<file path="src/rtl/mips_pkg.sv">
// Shared MIPS pipeline types: fetch FSM states, the IF/ID record reused by ID, and fetch constants.
package mips_pkg;

    localparam logic [31:0] START_ADDR_DEFAULT = 32'h0040_0000;
    localparam logic [31:0] NOP_WORD           = 32'h0000_0000;
    localparam int          IMEM_DEPTH_DEFAULT = 64;

    typedef enum logic [1:0] {
        BOOT = 2'd0,
        RUN  = 2'd1,
        HALT = 2'd2
    } ifu_state_t;

    typedef struct packed {
        logic [31:0] instr;
        logic [31:0] pc4;
        logic        valid;
    } ifid_t;

    // A fetch address is usable only if word aligned and inside [lo, hi].
    function automatic logic pc_is_bad(input logic [31:0] pc,
                                       input logic [31:0] lo,
                                       input logic [31:0] hi);
        return (pc[1:0] != 2'b00) || (pc < lo) || (pc > hi);
    endfunction

endpackage

</file>
<file path="src/rtl/instr_fetch_unit_if.sv">
// Fetch-stage bus: stall/redirect control in, imem address/data, IF/ID contents and status out.
interface instr_fetch_unit_if;
    logic        IFU_stall;
    logic        IFU_redirect_valid;
    logic [31:0] IFU_redirect_target;
    logic [31:0] IFU_PC;
    logic [31:0] IFU_mem_instr;
    logic [31:0] IFU_ifid_instr;
    logic [31:0] IFU_ifid_pc4;
    logic        IFU_ifid_valid;
    logic        IFU_halted;
    logic [31:0] IFU_fetch_count;

    modport slave (
        input  IFU_stall, IFU_redirect_valid, IFU_redirect_target, IFU_mem_instr,
        output IFU_PC, IFU_ifid_instr, IFU_ifid_pc4, IFU_ifid_valid, IFU_halted, IFU_fetch_count
    );

    modport master (
        output IFU_stall, IFU_redirect_valid, IFU_redirect_target, IFU_mem_instr,
        input  IFU_PC, IFU_ifid_instr, IFU_ifid_pc4, IFU_ifid_valid, IFU_halted, IFU_fetch_count
    );
endinterface

</file>
<file path="src/rtl/instr_fetch_unit_ifid_reg.sv">
// IF/ID pipeline register with load, hold and bubble controls; bubble has priority over load.
module ifid_reg
    import mips_pkg::*;
#(
    parameter logic [31:0] NOP_WORD = mips_pkg::NOP_WORD
) (
    input  logic        clk,
    input  logic        rst,
    input  logic        load_i,
    input  logic        bubble_i,
    input  ifid_t       d_i,
    input  logic [31:0] bubble_pc4_i,
    output ifid_t       q_o
);

    ifid_t ifid_q;
    ifid_t ifid_d;

    always_comb begin
        ifid_d = ifid_q;
        if (bubble_i) begin
            ifid_d = '{instr: NOP_WORD, pc4: bubble_pc4_i, valid: 1'b0};
        end else if (load_i) begin
            ifid_d = d_i;
        end
    end

    always_ff @(posedge clk) begin
        if (rst) begin
            ifid_q <= '{instr: NOP_WORD, pc4: 32'h0, valid: 1'b0};
        end else begin
            ifid_q <= ifid_d;
        end
    end

    assign q_o = ifid_q;

endmodule

</file>
<file path="src/rtl/instr_fetch_unit.sv">
// MIPS IF stage: PC, BOOT/RUN/HALT control, fetch range check and accepted-instruction counter.
// Macro IFU_BRANCH_DELAY_SLOT_EN: redirect keeps the in-flight fetch (delay slot) instead of flushing.
module instr_fetch_unit
    import mips_pkg::*;
#(
    parameter logic [31:0] START_ADDR = START_ADDR_DEFAULT,
    parameter int          IMEM_DEPTH = IMEM_DEPTH_DEFAULT,
    parameter logic [31:0] NOP_WORD   = mips_pkg::NOP_WORD
) (
    input  logic               clk,
    input  logic               rst,
    instr_fetch_unit_if.slave  bus
);

    localparam logic [31:0] LAST_ADDR = START_ADDR + 32'(4 * (IMEM_DEPTH - 1));

    ifu_state_t  state_q, state_d;
    logic [31:0] pc_q, pc_d;
    logic [31:0] count_q, count_d;

    logic        ifid_load;
    logic        ifid_bubble;
    logic [31:0] bubble_pc4;
    logic [31:0] pc_plus4;
    logic        pc_bad;
    ifid_t       ifid_in;
    ifid_t       ifid_q;

    assign pc_plus4 = pc_q + 32'd4;
    assign pc_bad   = pc_is_bad(pc_q, START_ADDR, LAST_ADDR);
    assign ifid_in  = '{instr: bus.IFU_mem_instr, pc4: pc_plus4, valid: 1'b1};

    always_comb begin
        state_d     = state_q;
        pc_d        = pc_q;
        count_d     = count_q;
        ifid_load   = 1'b0;
        ifid_bubble = 1'b0;
        bubble_pc4  = ifid_q.pc4;

        unique case (state_q)
            BOOT: begin
                ifid_bubble = 1'b1;
                state_d     = RUN;
            end
            RUN: begin
                // Range check outranks redirect and stall: a bad PC never reaches IF/ID.
                if (pc_bad) begin
                    state_d     = HALT;
                    ifid_bubble = 1'b1;
                end else if (bus.IFU_redirect_valid) begin
                    pc_d = bus.IFU_redirect_target;
`ifdef IFU_BRANCH_DELAY_SLOT_EN
                    ifid_load = !bus.IFU_stall;
`else
                    ifid_bubble = 1'b1;
                    bubble_pc4  = pc_plus4;
`endif
                end else if (!bus.IFU_stall) begin
                    pc_d      = pc_plus4;
                    ifid_load = 1'b1;
                end
            end
            HALT: begin
                state_d = HALT;
            end
            default: begin
                state_d = BOOT;
            end
        endcase

        if (ifid_load) begin
            count_d = count_q + 32'd1;
        end
    end

    always_ff @(posedge clk) begin
        if (rst) begin
            state_q <= BOOT;
            pc_q    <= START_ADDR;
            count_q <= 32'h0;
        end else begin
            state_q <= state_d;
            pc_q    <= pc_d;
            count_q <= count_d;
        end
    end

    ifid_reg #(
        .NOP_WORD (NOP_WORD)
    ) u_ifid_reg (
        .clk          (clk),
        .rst          (rst),
        .load_i       (ifid_load),
        .bubble_i     (ifid_bubble),
        .d_i          (ifid_in),
        .bubble_pc4_i (bubble_pc4),
        .q_o          (ifid_q)
    );

    assign bus.IFU_PC          = pc_q;
    assign bus.IFU_ifid_instr  = ifid_q.instr;
    assign bus.IFU_ifid_pc4    = ifid_q.pc4;
    assign bus.IFU_ifid_valid  = ifid_q.valid;
    assign bus.IFU_halted      = (state_q == HALT);
    assign bus.IFU_fetch_count = count_q;

endmodule

</file>
<file path="src/flat_wrapper.sv">
// flat-port wrapper written by rule: the top's interface ports become plain ports
module instr_fetch_unit_flat import mips_pkg::*;
#(
    parameter logic [31:0] START_ADDR = START_ADDR_DEFAULT,
    parameter int          IMEM_DEPTH = IMEM_DEPTH_DEFAULT,
    parameter logic [31:0] NOP_WORD   = mips_pkg::NOP_WORD
)
  (clk, rst, bus_IFU_stall, bus_IFU_redirect_valid, bus_IFU_redirect_target, bus_IFU_mem_instr, bus_IFU_PC, bus_IFU_ifid_instr, bus_IFU_ifid_pc4, bus_IFU_ifid_valid, bus_IFU_halted, bus_IFU_fetch_count);
  instr_fetch_unit_if bus_i ();
  input  logic clk;
  input  logic rst;
  input wire logic [$bits(bus_i.IFU_stall)-1:0] bus_IFU_stall;
  input wire logic [$bits(bus_i.IFU_redirect_valid)-1:0] bus_IFU_redirect_valid;
  input wire logic [$bits(bus_i.IFU_redirect_target)-1:0] bus_IFU_redirect_target;
  input wire logic [$bits(bus_i.IFU_mem_instr)-1:0] bus_IFU_mem_instr;
  output wire logic [$bits(bus_i.IFU_PC)-1:0] bus_IFU_PC;
  output wire logic [$bits(bus_i.IFU_ifid_instr)-1:0] bus_IFU_ifid_instr;
  output wire logic [$bits(bus_i.IFU_ifid_pc4)-1:0] bus_IFU_ifid_pc4;
  output wire logic [$bits(bus_i.IFU_ifid_valid)-1:0] bus_IFU_ifid_valid;
  output wire logic [$bits(bus_i.IFU_halted)-1:0] bus_IFU_halted;
  output wire logic [$bits(bus_i.IFU_fetch_count)-1:0] bus_IFU_fetch_count;
  assign bus_i.IFU_stall = bus_IFU_stall;
  assign bus_i.IFU_redirect_valid = bus_IFU_redirect_valid;
  assign bus_i.IFU_redirect_target = bus_IFU_redirect_target;
  assign bus_i.IFU_mem_instr = bus_IFU_mem_instr;
  assign bus_IFU_PC = bus_i.IFU_PC;
  assign bus_IFU_ifid_instr = bus_i.IFU_ifid_instr;
  assign bus_IFU_ifid_pc4 = bus_i.IFU_ifid_pc4;
  assign bus_IFU_ifid_valid = bus_i.IFU_ifid_valid;
  assign bus_IFU_halted = bus_i.IFU_halted;
  assign bus_IFU_fetch_count = bus_i.IFU_fetch_count;
  instr_fetch_unit #(.START_ADDR(START_ADDR), .IMEM_DEPTH(IMEM_DEPTH), .NOP_WORD(NOP_WORD)) u_core (.clk(clk), .rst(rst), .bus(bus_i));
endmodule
</file>
<file path="config.mk">
export PLATFORM = sky130hd
export DESIGN_NAME = instr_fetch_unit_flat
export DESIGN_NICKNAME = d
export VERILOG_FILES = /design/src/rtl/mips_pkg.sv /design/src/rtl/instr_fetch_unit_if.sv /design/src/rtl/instr_fetch_unit_ifid_reg.sv /design/src/rtl/instr_fetch_unit.sv /design/src/flat_wrapper.sv
export SDC_FILE = /design/constraint.sdc
export NUM_CORES = 1
export LEC_CHECK = 0
export CORE_MARGIN = 2
export CORE_UTILIZATION = 40
export DETAILED_ROUTE_END_ITERATION = 8
export HOLD_SLACK_MARGIN = 0.12
export PLACE_DENSITY_LB_ADDON = 0.15
export SETUP_SLACK_MARGIN = 0.2
export SYNTH_ARGS = -nofsm -noshare
export SYNTH_HDL_FRONTEND = slang
export SYNTH_SLANG_ARGS = --single-unit
</file>
<file path="constraint.sdc">
create_clock -name clk -period 2.15 [get_ports clk]
set_clock_uncertainty 0.05 [all_clocks]
set_input_delay 0.5375 -clock clk [delete_from_list [all_inputs] [get_ports clk]]
set_output_delay 0.5375 -clock clk [all_outputs]
set_load 0.01 [all_outputs]
</file>
==> flow_metrics.py <==
# Synthesis and PnR figures
metrics = {
    "finish": {
        "largest_class": "buffers",
        "ff_count": 131,
        "lay_top_cells": "clkdlybuf4s50_1, dfxtp_1, buf_4, nand2_1, dlygate4sd2_1",
        "inv_count": 11,
        "diodes": 0,
        "nNetsFinal": 991,
        "n_fill_cell": 854,
        "n_clock_buffer": 17,
        "comb_share_pct": 32.0,
        "area_growth_pct": 89.1,
        "drive_gt1_share_pct": 34.3,
        "buffer_area_share_pct": 32.9,
        "lay_top_count": "clkdlybuf4s50_1",
        "logic_gates": 438,
        "layout.area.comb_um2": 3210,
        "seq_area_um2": 2660,
        "clock_area_share_pct": 6.05,
        "buffers": 318,
    },
    "run_status": {
        "status": "complete, but fails checks",
        "violations": "setup timing",
    },
    "min_path": {
        "hold_class": "flip-flop to flip-flop",
    },
    "setup_path": {
        "end_kind": "flip-flop",
        "crit_path_start_kind": "flip-flop",
        "crit_path_max_incr_delay_ns": 0.49,
        "cp.required_ns": 2.44,
        "crit_buf_inv": 2,
        "worstPathCellList": "nor4_4, buf_4, nand3_2, or4_4, buf_6, or4_1, a21oi_1",
        "cp_top_family": "simple AND/OR/NAND/NOR gates",
        "critPathKind": "flip-flop to flip-flop",
        "crit_slowest_cell": "or4_1",
        "arrival_ns": 2.63,
        "critPathMaxFanout": 15,
    },
    "sta": {
        "tightest_slew_ns": 0.579,
        "setup_slack_ns": -0.192,
        "setup_viol": 35,
        "fin_crit_sh_pct": 109,
        "hold_violations": 0,
        "fmax_mhz": 427,
        "drv_slew": 0,
        "rsz0062_at_grt": "yes",
        "layout_min_cycle_time_ns": 2.34,
        "whs_ns": 0.406,
        "slew-limit-headroom_pct": 61.0,
    },
    "route": {
        "drt-total-wl_um": 19200,
        "firstDrtPassIters": 5,
        "wl_per_cell_um": 17.3,
        "remaining_drc_errors": 0,
        "viasPerCell": 5.34,
        "ant_nets": 0,
        "num_vias": 5908,
        "drtIter0Drc": 474,
    },
    "cts": {
        "clock_path_buffers": 2,
        "cts_tree": "done",
        "clock-root-buffer": "clkbuf_16",
        "clkTransAtPathRegs_ns": 0.06,
        "htreeDepth": 4,
        "clock-sinks": 131,
        "clk_latency_ns": 0.42,
        "cts_inserted_buffers": 17,
    },
    "logic_synthesis": {
        "ys_cells": 619,
        "syn_inst": 619,
        "yosys.stat.seqShare_pct": 49.4,
        "syn_area_um2": 5310,
        "ys_warn_count": 0,
        "avgSynthCellArea_um2": 8.58,
        "synth_nets": 693,
        "ys_ff": 131,
        "ff_type": "dfxtp_1",
        "edf_count": 0,
        "synth_cell_type_count": 45,
        "yosys_area_um2": 5310,
        "async_reset_ff_share_pct": 0,
    },
    "power_and_ir_drop": {
        "power_leakage_nw": 4.28,
        "power_density_nw_per_um2": 1120,
        "finalPower_w": 0.0113,
    },
    "placement": {
        "gp_congestion": 0.804,
        "portBuffers": 197,
        "post-dp-hpwl_um": 11300,
    },
    "global_route": {
        "grt_max_degree": 43,
        "overflow": 0,
        "grt_pass1_wl_um": 28500,
        "antenna_found_initial": 0,
        "grt_pass1_vias": 5742,
    },
    "die": {
        "die_area_um2": 14200,
        "io_pins": 198,
        "tap_cells": 176,
    },
    "flow_run": {
        "cap_violations": 0,
        "warning_count": 32,
    },
}
[routing by layer]
layer | global-route usage (%) | part of all wire (%)
met3 | 7.95 | 6.5
met5 | 0 | 0
met2 | 43.5 | 51
met4 | 8.63 | 2.2
met1 | 29.1 | 40
[where the power goes]
group / switching, W / internal (W) / leakage, nW / total [W]
sequential: 0.000180 / 0.00263 / 1.07 / 0.00281
clock: 0.00114 / 0.00183 / 0.286 / 0.00297
combinational: 0.00262 / 0.00287 / 2.93 / 0.00548
[synthesized netlist by cell type (3+ instances only)]
cell	instances	share of area, %
dfxtp_1	131	49
nand2_1	99	7.0
a21oi_1	76	7.2
nor2_1	51	3.6
clkbuf_1	36	2.5
and2_1	28	3.3
o31ai_1	21	3.0
a31oi_1	17	2.0
nand3_1	16	1.5
or4_1	16	2.3
o21ai_0	13	1.2
nand4_1	12	1.4
inv_1	11	0.78
and3_1	7	0.82
and4_1	6	0.99
ha_1	6	1.4
nor4_1	6	0.71
or3_1	6	0.71
xnor2_1	6	0.99
a211oi_1	5	0.71
nor3_1	5	0.47
o41ai_1	4	0.66
a22o_1	3	0.49
mux2i_1	3	0.57
nand2b_1	3	0.35
or4b_2	3	0.57
[stage by stage]
step / cell area [um2] / setup TNS [ns] / utilization (%) / std cells / setup WS, ns
3_3_place_gp: 8020 / -17.42 / 61.3 / 1028 / -0.411
4_1_cts: 9450 / -0.841 / 72.3 / 1095 / -0.138
6_report: 10000 / -1.27 / 76.8 / 1106 / -0.192
5_1_grt: 10000 / -12.88 / 76.8 / 1106 / -0.259
3_5_place_dp: 8020 / -17.59 / 61.3 / 1028 / -0.434
2_1_floorplan: 5360 / 0 / - / 619 / 0.0447
[kinds of logic (layout without fill, tap and decap cells)]
logic type	Yosys count	in the layout	share of synthesized area, %
xor gates and xnor gates	8	8	1.32
DFF	131	131	49.4
buffers and inverters	50	361	3.72
adders and majority gates	6	6	1.41
muxes	3	3	0.565
AOI/OAI and AO/OA	148	148	16.7
and+or+nand+nor	273	273	26.9
[worst reg2reg max path, cell delays in order (launching register included)]
cell	delay, ns
dfxtp_2	0.34
nor4_4	0.32
buf_4	0.17
nand3_2	0.12
or4_4	0.44
buf_6	0.16
or4_1	0.49
a21oi_1	0.17
[flip-flops by register name, indices dropped and copies added, names as in the netlist]
| register | cells |
|---|---|
| u_core.u_ifid_reg.q_o | 65 |
| u_core.state_q | 2 |
| u_core.bus.IFU_PC | 32 |
| u_core.bus.IFU_fetch_count | 32 |
[worst paths after layout]
path / start / endpoint / slack (ns) / depth (start not counted)
worst max-delay path: u_core.bus.IFU_PC[29] / u_core.bus.IFU_fetch_count[27] / -0.19 / 7
worst min-delay path: u_core.u_ifid_reg.q_o[29] / u_core.u_ifid_reg.q_o[29] / 0.41 / 1
worst max register to register: u_core.bus.IFU_PC[29] / u_core.bus.IFU_fetch_count[27] / -0.19 / 7
worst min register to register: u_core.u_ifid_reg.q_o[29] / u_core.u_ifid_reg.q_o[29] / 0.41 / 1
[repair_timing]
action,4_1_cts,5_1_grt
endpoints found under the setup margin,157,145
buffers inserted,24,8
pin swaps,86,55
hold buffers,0,0
cloned,11,3
resized,182,125
Cells colored by class:
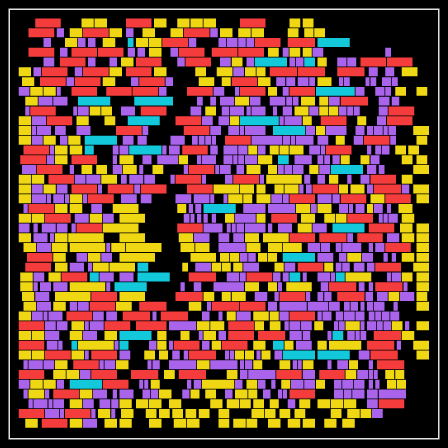
color	class	cells	share of their area
cyan	clock drivers and dummy loads	32	6.2%
red	flops	131	27%
purple	combinational and other logic	449	33%
yellow	other buffers and delay cells	318	34%
flop share of the area: 26.4%
row count: 42

Supply network:
Bar = 20 um. Pins as bars on the die edge.
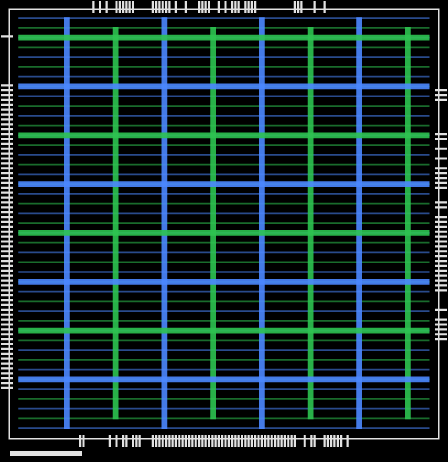
color	net
green	VDD
blue	VSS
rows	42
met1 rails	43
met5 straps	8
signal pins	198
met4 straps	8
Die Ht: 119 um
worst vdd ir: 0.657 mV
Die W: 119 um
Core ar.: 13100 um2

Wires at chosen ports, followed through buffers:
Bar = 20 um.
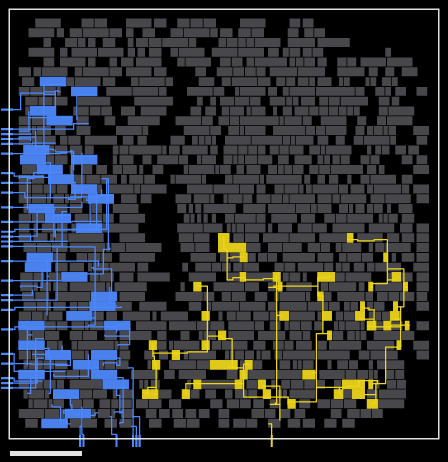
color	port	direction	end cells	buffers	wire
blue	bus_IFU_ifid_instr	output	32	32	1050 um
yellow	bus_IFU_redirect_valid	input	50	3	429 um

Cell area per tile:
Bar = 20 um. 12 x 12 tiles, from black (low) to pale yellow (high), 0 to 100% covered.
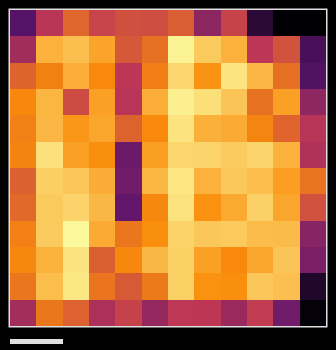
fullest tile	99%
nearly empty tiles	2.1%
mean over tiles	69%
Post-Route Utilization: 76.8%
Init Core Util: 40.6%

Congestion heat map:
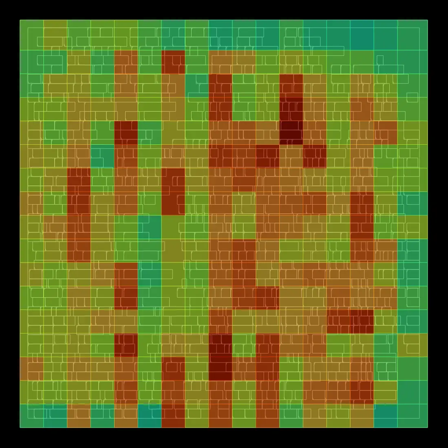
met1 Resource Use GR: 29.1%
aggregate global-route resource usage: 25.1%

Power and IR drop assume default switching activity.
